Fig. 1: wire density map
(6 px per um) The die is cut into 13 by 13 equal tiles; dark purple is low, yellow is high, scaled to the fullest tile. Values are wire area over tile area, all layers added.
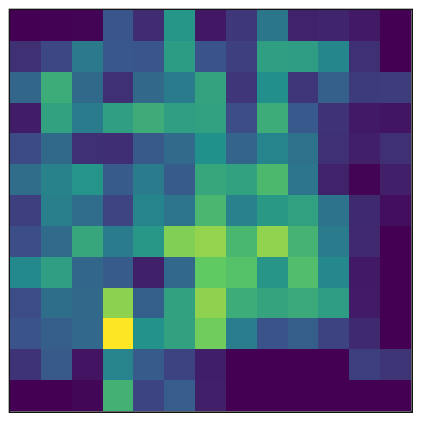
Fig. 2: the metal 3 layer
(4 px per um) Cells faint in the background.
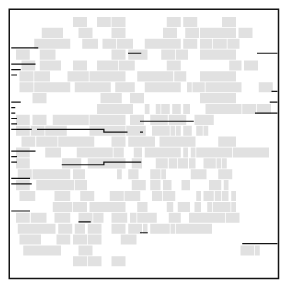
Fig. 3: clock distribution
(6 px per um)
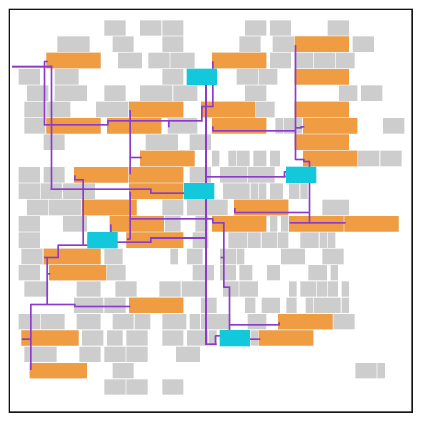
==> src/rtl/alu_arbiter.sv <==
// Purpose: round-robin sequencer sharing one combinational 4-bit ALU between two requesters.
// Latency: gnt one edge after req, done SETTLE_CYCLES edges after gnt (one edge for illegal ops).
// Backpressure: requests are ignored while busy; a held request is re-arbitrated on return to IDLE.
module alu_arbiter #(
  // Edges the ALU inputs are held before the result is captured (1..15).
  parameter int unsigned SETTLE_CYCLES = 1
) (
  input  logic       clock,
  input  logic       rst,
  input  logic       req0,
  input  logic [3:0] a0,
  input  logic [3:0] b0,
  input  logic [3:0] op0,
  input  logic       req1,
  input  logic [3:0] a1,
  input  logic [3:0] b1,
  input  logic [3:0] op1,
  output logic       gnt0,
  output logic       gnt1,
  output logic       done0,
  output logic       done1,
  output logic [3:0] rdata,
  output logic       rovf,
  output logic       err,
  output logic       busy,
  output logic [3:0] alu_a,
  output logic [3:0] alu_b,
  output logic [3:0] alu_op,
  input  logic [3:0] alu_result,
  input  logic       alu_overflow
);

  typedef enum logic [1:0] {
    IDLE   = 2'd0,
    ISSUE  = 2'd1,
    REJECT = 2'd2
  } state_t;

  // Highest accepted opcode; larger opcodes complete with err set.
  localparam logic [3:0] LAST_LEGAL_OP = 4'b1100;
  // Counter value on which the settled ALU output is captured.
  localparam logic [3:0] CNT_LAST = 4'(SETTLE_CYCLES - 1);
  // ALU opcode driven while no operation has been issued; the ALU idles at 0.
  localparam logic [3:0] IDLE_OP = 4'b1111;

  state_t     state;
  logic [3:0] cnt;
  logic       owner;
  logic       last_gnt;

  logic       any_req;
  logic       win;
  logic [3:0] win_a;
  logic [3:0] win_b;
  logic [3:0] win_op;
  logic       win_legal;

  // Round-robin pick: a lone requester wins; on a tie the one not granted last wins.
  always_comb begin
    any_req = req0 | req1;
    win     = 1'b0;
    if (req0 && req1) begin
      win = ~last_gnt;
    end else if (req1) begin
      win = 1'b1;
    end
    win_a     = win ? a1  : a0;
    win_b     = win ? b1  : b0;
    win_op    = win ? op1 : op0;
    win_legal = (win_op <= LAST_LEGAL_OP);
  end

  // Sequencer: grant, hold operands for the settle time, capture and report completion.
  always_ff @(posedge clock or negedge rst) begin
    if (!rst) begin
      state    <= IDLE;
      cnt      <= 4'd0;
      owner    <= 1'b0;
      last_gnt <= 1'b1;
      gnt0     <= 1'b0;
      gnt1     <= 1'b0;
      done0    <= 1'b0;
      done1    <= 1'b0;
      busy     <= 1'b0;
      rdata    <= 4'd0;
      rovf     <= 1'b0;
      err      <= 1'b0;
      alu_a    <= 4'd0;
      alu_b    <= 4'd0;
      alu_op   <= IDLE_OP;
    end else begin
      // Handshake pulses last exactly one cycle unless re-asserted below.
      gnt0  <= 1'b0;
      gnt1  <= 1'b0;
      done0 <= 1'b0;
      done1 <= 1'b0;

      case (state)
        IDLE: begin
          if (any_req) begin
            gnt0     <= ~win;
            gnt1     <= win;
            owner    <= win;
            last_gnt <= win;
            busy     <= 1'b1;
            if (win_legal) begin
              alu_a  <= win_a;
              alu_b  <= win_b;
              alu_op <= win_op;
              cnt    <= 4'd0;
              state  <= ISSUE;
            end else begin
              // ALU drive is left untouched for a rejected opcode.
              state <= REJECT;
            end
          end
        end

        ISSUE: begin
          if (cnt == CNT_LAST) begin
            rdata <= alu_result;
            rovf  <= alu_overflow;
            err   <= 1'b0;
            done0 <= ~owner;
            done1 <= owner;
            busy  <= 1'b0;
            state <= IDLE;
          end else begin
            cnt <= cnt + 4'd1;
          end
        end

        REJECT: begin
          rdata <= 4'd0;
          rovf  <= 1'b0;
          err   <= 1'b1;
          done0 <= ~owner;
          done1 <= owner;
          busy  <= 1'b0;
          state <= IDLE;
        end

        default: begin
          busy  <= 1'b0;
          state <= IDLE;
        end
      endcase
    end
  end

endmodule

==> config.mk <==
export PLATFORM = sky130hd
export DESIGN_NAME = alu_arbiter
export DESIGN_NICKNAME = d
export VERILOG_FILES = /design/src/rtl/alu_arbiter.sv
export SDC_FILE = /design/constraint.sdc
export NUM_CORES = 1
export LEC_CHECK = 0
export ABC_CLOCK_PERIOD_IN_PS = 2700
export CELL_PAD_IN_SITES_DETAIL_PLACEMENT = 0
export CELL_PAD_IN_SITES_GLOBAL_PLACEMENT = 1
export CORE_UTILIZATION = 37
export DETAILED_ROUTE_END_ITERATION = 10
export PLACE_DENSITY_LB_ADDON = 0.08
export RECOVER_POWER = 25
export SLEW_MARGIN = 20
export SYNTH_ARGS = -nofsm -noshare
export SYNTH_HDL_FRONTEND = slang
export SYNTH_SLANG_ARGS = --single-unit
==> constraint.sdc <==
create_clock -name clock -period 2.7 [get_ports clock]
set_input_delay 0.27 -clock clock [delete_from_list [all_inputs] [get_ports clock]]
set_output_delay 0.27 -clock clock [all_outputs]
set_load 0.01 [all_outputs]
==> impl_metrics.toml <==
# flow metrics
[outcome]
outcome = "complete, but fails checks"
violations_in_the_final_reports = "capacitance limit, slew limit"

[final_layout]
comb.multi_input.count = 80
final_design_area_no_fill_sq_um = 2270
layout.cells.largest_class = "flip-flops and latches"
final_sequential_cell_count = 31
final-nonclk-buf-share_pct = 25.1
finish.cell_count_without_fillers = 236
nNetsFinal = 223
finish.utilization_pct = 56.3
layout.area.comb_sq_um = 717
flop_area_sq_um = 782
mostFrequentLayoutCells = "sky130_fd_sc_hd__clkdlybuf4s50_1, sky130_fd_sc_hd__dfrtp_1, sky130_fd_sc_hd__mux2_2"
filler_cells = 337

[grt]
use_met3_pct = 5.14
met1_use_gr_pct = 21.1
globalRouteTotalUtil_pct = 17.9
global_route.usage.met2_pct = 29.8

[routing]
detailroute.wirelength.met2_um = 1750
vias_per_cell = 4.89
routed_wire_length_per_instance_um = 14.7
drt_wl_total_um = 3470
drt_drc_violations_left = 0
drtAntennaViolNets = 0
routed-via-count = 1155

[power]
total_switching_power_mw = 0.800
clockNetworkPower_mw = 0.406
power_density_nw_per_um2 = 1060
seq_power_share_pct = 34.0
sequentialPower_mw = 0.814
comb-power_mw = 1.18
intPower_mw = 1.60
ir_drop_mv = 0.526

[worst_setup_path]
timing.critical_path.cells = "inv_1, ha_1, or3b_2, nand2_1, o21ai_0, a22o_1"
critPathBufInv = 1
end_kind = "register"
worstReg2RegEnd = "rdata[1]$_DFFE_PN0P_"
critical-path-slowest-cell = "sky130_fd_sc_hd__or3b_2"
arrival_ns = 2.11

[sta]
timing_hold_violations_final = 0
count_of_final_max_slew_check_failures = 32
period_minus_slack_ns = 1.93
finalHoldWorstSlack_ns = 0.473
timing.final.ws_setup_ns = 0.765
worst-slew-pin-transition_ns = 1.65

[job]
openroad.warnings = 29
drv_cap = 1

[clocking]
cts_bufs_inserted = 5
h-tree-depth = 2
cts_tree = "yes"
worst_setup_hold_path_clk_slew_ns = 0.06
numClockSinks = 31
holdBufCountCts = 0

[floorplan]
floorplan.core_util_pct = 38.7
io_pins = 56
std_cell_rows = 23
design.core.area_sq_um = 4030

[synth]
top_logic_kind = "multiplexers"
post_synth_ao_oa_area_fraction_pct = 13.9
synthesis.area_sq_um = 1560
yosys_area_sq_um = 1560
yosys.area.top_type_share_pct = 41.7
synth_dominant_cell_count = "sky130_fd_sc_hd__dfrtp_1"
synth.lib_cells_used.distinct = 38
synthCells = 124
synth-seq-cells = 31

[min_path]
hold_path.class = "register to register"
## Picture notes: Fig. 1
nearly empty tiles = 14%
densest ninth of the die = center
emptiest ninth of the die = lower right

## Picture notes: Fig. 2
longest straight run = 16.6 um
nets with wire on the layer = 23
main direction = horizontal
wire length on this layer = 133 um
share of all routed wire = 3.8%

## Picture notes: Fig. 3
cyan -> clock-net drivers  # count 5
orange -> flip-flops  # count 31
purple -> clock wires  # length 395 um
routed clock nets = 6

